<file path="src/rtl/mem_port_arbiter.sv">
// Arbiter sharing one single-ported memory between instruction fetch and data access.
// Define ARB_RR_EN for round-robin tie-breaking; otherwise the data port always wins ties.
module mem_port_arbiter #(
  parameter int ADDR_W = 32,
  parameter int DATA_W = 32
) (
  input  logic              clk_i,
  input  logic              rst_i,
  input  logic              if_req_i,
  input  logic [ADDR_W-1:0] if_addr_i,
  output logic [DATA_W-1:0] if_rdata_o,
  output logic              if_ack_o,
  output logic              if_stall_o,
  input  logic              dm_req_i,
  input  logic              dm_we_i,
  input  logic [ADDR_W-1:0] dm_addr_i,
  input  logic [DATA_W-1:0] dm_wdata_i,
  output logic [DATA_W-1:0] dm_rdata_o,
  output logic              dm_ack_o,
  output logic              dm_stall_o,
  output logic              mem_req_o,
  output logic              mem_we_o,
  output logic [ADDR_W-1:0] mem_addr_o,
  output logic [DATA_W-1:0] mem_wdata_o,
  input  logic [DATA_W-1:0] mem_rdata_i,
  input  logic              mem_ack_i
);

  typedef enum logic [1:0] {
    S_IDLE  = 2'd0,
    S_GRANT = 2'd1,
    S_RESP  = 2'd2
  } state_t;

  state_t              r_state;
  state_t              w_state_nxt;
  logic                w_load;
  logic                w_capture;
  logic                w_pick_dm;

  logic                r_owner_dm;
  logic                r_mem_req;
  logic                r_mem_we;
  logic [ADDR_W-1:0]   r_mem_addr;
  logic [DATA_W-1:0]   r_mem_wdata;
  logic                r_if_ack;
  logic                r_dm_ack;
  logic [DATA_W-1:0]   r_if_rdata;
  logic [DATA_W-1:0]   r_dm_rdata;

`ifdef ARB_RR_EN
  logic                r_last_dm;

  // Ties go to whichever port did not own the previous grant.
  assign w_pick_dm = dm_req_i & (~if_req_i | ~r_last_dm);

  always_ff @(posedge clk_i) begin
    if (!rst_i) begin
      r_last_dm <= 1'b0;
    end else if (w_load) begin
      r_last_dm <= w_pick_dm;
    end else begin
      r_last_dm <= r_last_dm;
    end
  end
`else
  assign w_pick_dm = dm_req_i;
`endif

  always_ff @(posedge clk_i) begin
    if (!rst_i) begin
      r_state <= S_IDLE;
    end else begin
      r_state <= w_state_nxt;
    end
  end

  always_comb begin
    w_state_nxt = r_state;
    w_load      = 1'b0;
    w_capture   = 1'b0;
    case (r_state)
      S_IDLE: begin
        if (if_req_i || dm_req_i) begin
          w_state_nxt = S_GRANT;
          w_load      = 1'b1;
        end else begin
          w_state_nxt = S_IDLE;
        end
      end
      S_GRANT: begin
        if (mem_ack_i) begin
          w_state_nxt = S_RESP;
          w_capture   = 1'b1;
        end else begin
          w_state_nxt = S_GRANT;
        end
      end
      S_RESP: begin
        w_state_nxt = S_IDLE;
      end
      default: begin
        w_state_nxt = S_IDLE;
      end
    endcase
  end

  // Fetch transactions never write, so their we/wdata are forced low at latch time.
  always_ff @(posedge clk_i) begin
    if (!rst_i) begin
      r_owner_dm  <= 1'b0;
      r_mem_req   <= 1'b0;
      r_mem_we    <= 1'b0;
      r_mem_addr  <= '0;
      r_mem_wdata <= '0;
      r_if_ack    <= 1'b0;
      r_dm_ack    <= 1'b0;
      r_if_rdata  <= '0;
      r_dm_rdata  <= '0;
    end else begin
      r_if_ack <= 1'b0;
      r_dm_ack <= 1'b0;
      if (w_load) begin
        r_owner_dm  <= w_pick_dm;
        r_mem_req   <= 1'b1;
        r_mem_we    <= w_pick_dm & dm_we_i;
        r_mem_addr  <= w_pick_dm ? dm_addr_i : if_addr_i;
        r_mem_wdata <= w_pick_dm ? dm_wdata_i : '0;
      end else if (w_capture) begin
        r_mem_req <= 1'b0;
        if (r_owner_dm) begin
          r_dm_ack <= 1'b1;
          if (!r_mem_we) begin
            r_dm_rdata <= mem_rdata_i;
          end else begin
            r_dm_rdata <= r_dm_rdata;
          end
        end else begin
          r_if_ack   <= 1'b1;
          r_if_rdata <= mem_rdata_i;
        end
      end else begin
        r_mem_req <= r_mem_req;
      end
    end
  end

  assign mem_req_o   = r_mem_req;
  assign mem_we_o    = r_mem_we;
  assign mem_addr_o  = r_mem_addr;
  assign mem_wdata_o = r_mem_wdata;
  assign if_ack_o    = r_if_ack;
  assign dm_ack_o    = r_dm_ack;
  assign if_rdata_o  = r_if_rdata;
  assign dm_rdata_o  = r_dm_rdata;
  assign if_stall_o  = if_req_i & ~r_if_ack;
  assign dm_stall_o  = dm_req_i & ~r_dm_ack;

endmodule

</file>
<file path="config.mk">
export PLATFORM = sky130hd
export DESIGN_NAME = mem_port_arbiter
export DESIGN_NICKNAME = d
export VERILOG_FILES = /design/src/rtl/mem_port_arbiter.sv
export SDC_FILE = /design/constraint.sdc
export NUM_CORES = 1
export LEC_CHECK = 0
export CORE_UTILIZATION = 30
export DETAILED_ROUTE_END_ITERATION = 6
export PLACE_DENSITY = 0.74
export SLEW_MARGIN = 5
export SYNTH_ARGS = -nofsm -noshare
export SYNTH_HDL_FRONTEND = slang
export SYNTH_SLANG_ARGS = --single-unit
</file>
<file path="constraint.sdc">
create_clock -name clk_i -period 3.27 [get_ports clk_i]
set_input_delay 0.4905 -clock clk_i [delete_from_list [all_inputs] [get_ports clk_i]]
set_output_delay 0.4905 -clock clk_i [all_outputs]
set_load 0.005 [all_outputs]
</file>
==> impl_metrics.json <==
{
  "clkbuf_count": 18,
  "pin_count": 268,
  "grt_pass1_wl_um": 24580,
  "hold_path_depth": 2,
  "syn-instance-count": 564,
  "clockBufferDepth": 2,
  "status": "finished, final reports clean",
  "drive_above_1_share": 0.06227,
  "critPathLaunch": "if_req_i",
  "signal_buffers": 276,
  "post_cts_resized": 0,
  "tapCellCount": 220,
  "die-area_mm2": 0.01778,
  "diodes": 0,
  "floorplan.nets": 698,
  "power_density_mw_per_mm2": 525.9,
  "cts_sinks": 135,
  "finalSetupTns_ns": 0,
  "die_width_um": 133.4,
  "top_usage_layer": "met2",
  "place_hpwl_um": 10890,
  "timing.final.crit_share": 0.6896,
  "globalRouteTotalUtil": 0.1770,
  "simple_gate_share": 0.1223,
  "tightest_slew_ns": 0.9427,
  "r2r_cells": 4,
  "wl_met1_um": 6784,
  "ctsHoldBuffers": 0,
  "report.final.slew_viol_count": 0,
  "endpoint_kind": "primary output",
  "fill_cells": 1565,
  "fin_cells": 1039,
  "port_buffers": 267,
  "cts-root-buf": "clkbuf_16",
  "areaGrowthSynthToFinish_pct": 65.60,
  "nNetsFinal": 940,
  "h-tree-depth": 4,
  "core_area_mm2": 0.01670,
  "yosys-stat-cells": 564,
  "ys_sh_xor": 0,
  "cts_made_buffers": 17,
  "comb_share": 0.2594,
  "comb_area_mm2": 0.002223,
  "gp_congestion": 0.7498,
  "inv_count": 1,
  "worstPathArrival_ns": 1.76,
  "wl_met3_um": 1588,
  "max_slew_margin": 0.3715,
  "power_mw": 4.508,
  "layout_min_cycle_time_ns": 2.255,
  "ys_sh_adder": 0,
  "ys_sh_mux": 0.1238,
  "min_delay_worst_endpoint": "if_rdata_o[29]$_SDFFE_PN0P_",
  "drt_iter0_markers": 162,
  "min_path_type": "flip-flop to flip-flop",
  "vias_per_cell": 4.657,
  "crit_fanout": 3,
  "drc": 0,
  "highest_layer": "met4",
  "die_h_um": 133.4,
  "syn_area_mm2": 0.005176,
  "worstSetupPathType": "input pin to primary output",
  "ys_area_mm2": 0.005176,
  "syn_avg_cell_area_um2": 9.178,
  "ys_warn_count": 0,
  "path_clk_slew_ns": 0.06,
  "grt_start_max_net_pins": 99,
  "crit_path_start_kind": "input pin",
  "drt_wl_total_um": 15840,
  "tritoncts": "yes",
  "p_leak_nw": 3.119,
  "largest_class": "buffers",
  "crit_required_ns": 2.78,
  "ant_nets": 0,
  "rr_startpoint": "r_state[0]$_SDFF_PN0_"
}
==> synthesized netlist by cell type <==
library cell    n  area, µm²
o211a_1         1      10.01
a211oi_1       32      240.2
mux2i_1        64      640.6
nor2_1          3      11.26
nor2b_1         2      12.51
nand2_1        98      367.9
o21ai_1        12      60.06
o21ai_0        54      270.3
nand4bb_1       1      11.26
nor2_2          2      12.51
buf_6           6      67.56
a21oi_1        66      330.3
nor3b_2         2      25.02
buf_4           2      15.01
or2_1           1      6.260
or2_2           1      6.260
clkbuf_1       22      82.58
nor3b_1         1      7.510
buf_2          21      105.1
nand3_1        32      160.2
clkinv_1        1      3.750
nor3_1          1      5.000
nand3b_1        1      7.510
o21a_1          1      7.510
dfxtp_1       135       2703
buf_1           2      7.510
==> worst max path at each step <==
stage | endpoint | slack [ns] | depth (start not counted)
global placement | dm_rdata_o[29]$_SDFFE_PN0P_ | 0.92 | 5
floorplan | dm_stall_o | 1.72 | 3
global route | if_stall_o | 1.00 | 3
detailed placement | dm_rdata_o[13]$_SDFFE_PN0P_ | 0.86 | 5
CTS | if_stall_o | 1.00 | 3
finish | if_stall_o | 1.01 | 3
==> metrics by stage <==
stage,hold WS (ns),setup WS (ns),util
after floorplan,0.4511,1.720,-
after global placement,0.4413,0.9219,0.4759
after detailed placement,0.4454,0.8631,0.4759
after CTS,0.4572,1.001,0.5133
after global routing,0.4704,1.002,0.5133
final,0.4574,1.015,0.5133
==> power by group <==
part | leakage (nW) | internal (mW) | switching (mW)
Clock | 0.302 | 1.24 | 0.787
Combinational | 1.71 | 0.401 | 0.282
Sequential | 1.10 | 1.74 | 0.0511
Total | 3.12 | 3.39 | 1.12
==> critical path, cell delays in order <==
cell	delay, ns
clkdlybuf4s50_1	0.51
nor2b_1	0.23
clkdlybuf4s50_1	0.53
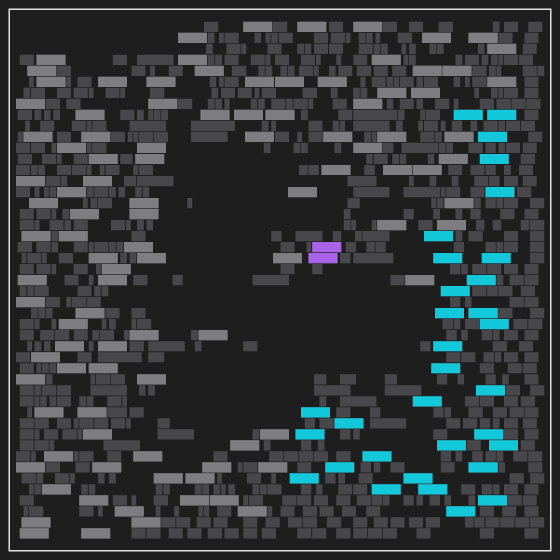
Figure 1: sequential cells colored by netlist name.
Other sequential cells in the stronger gray, the rest of the logic in the fainter gray.
| color | name in the netlist | flops |
|---|---|---|
| purple | r_state | 2 |
| cyan | mem_addr_o | 32 |
Sequential Power: 1.80 mW
Reg area: 0.002703 mm²
final core utilization: 0.5133
flop share of the area: 0.3153

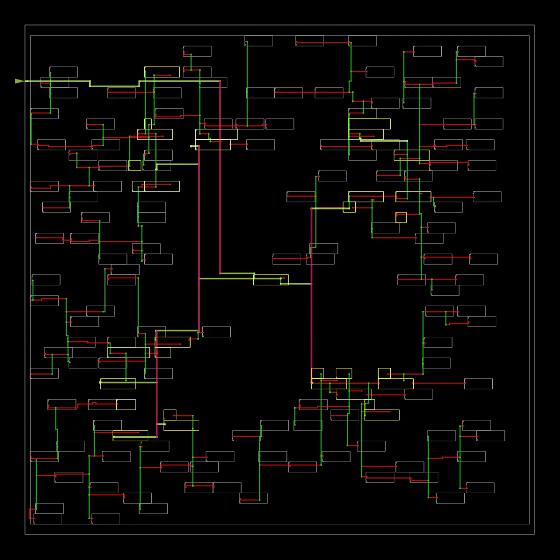
Figure 2: clock wiring as the flow saved it.
Latency at later pin: 0.42 ns
Flops: 135
Final Skew: 0.007862 ns

Power figures rest on the tool's default switching activity, not on a simulated workload.
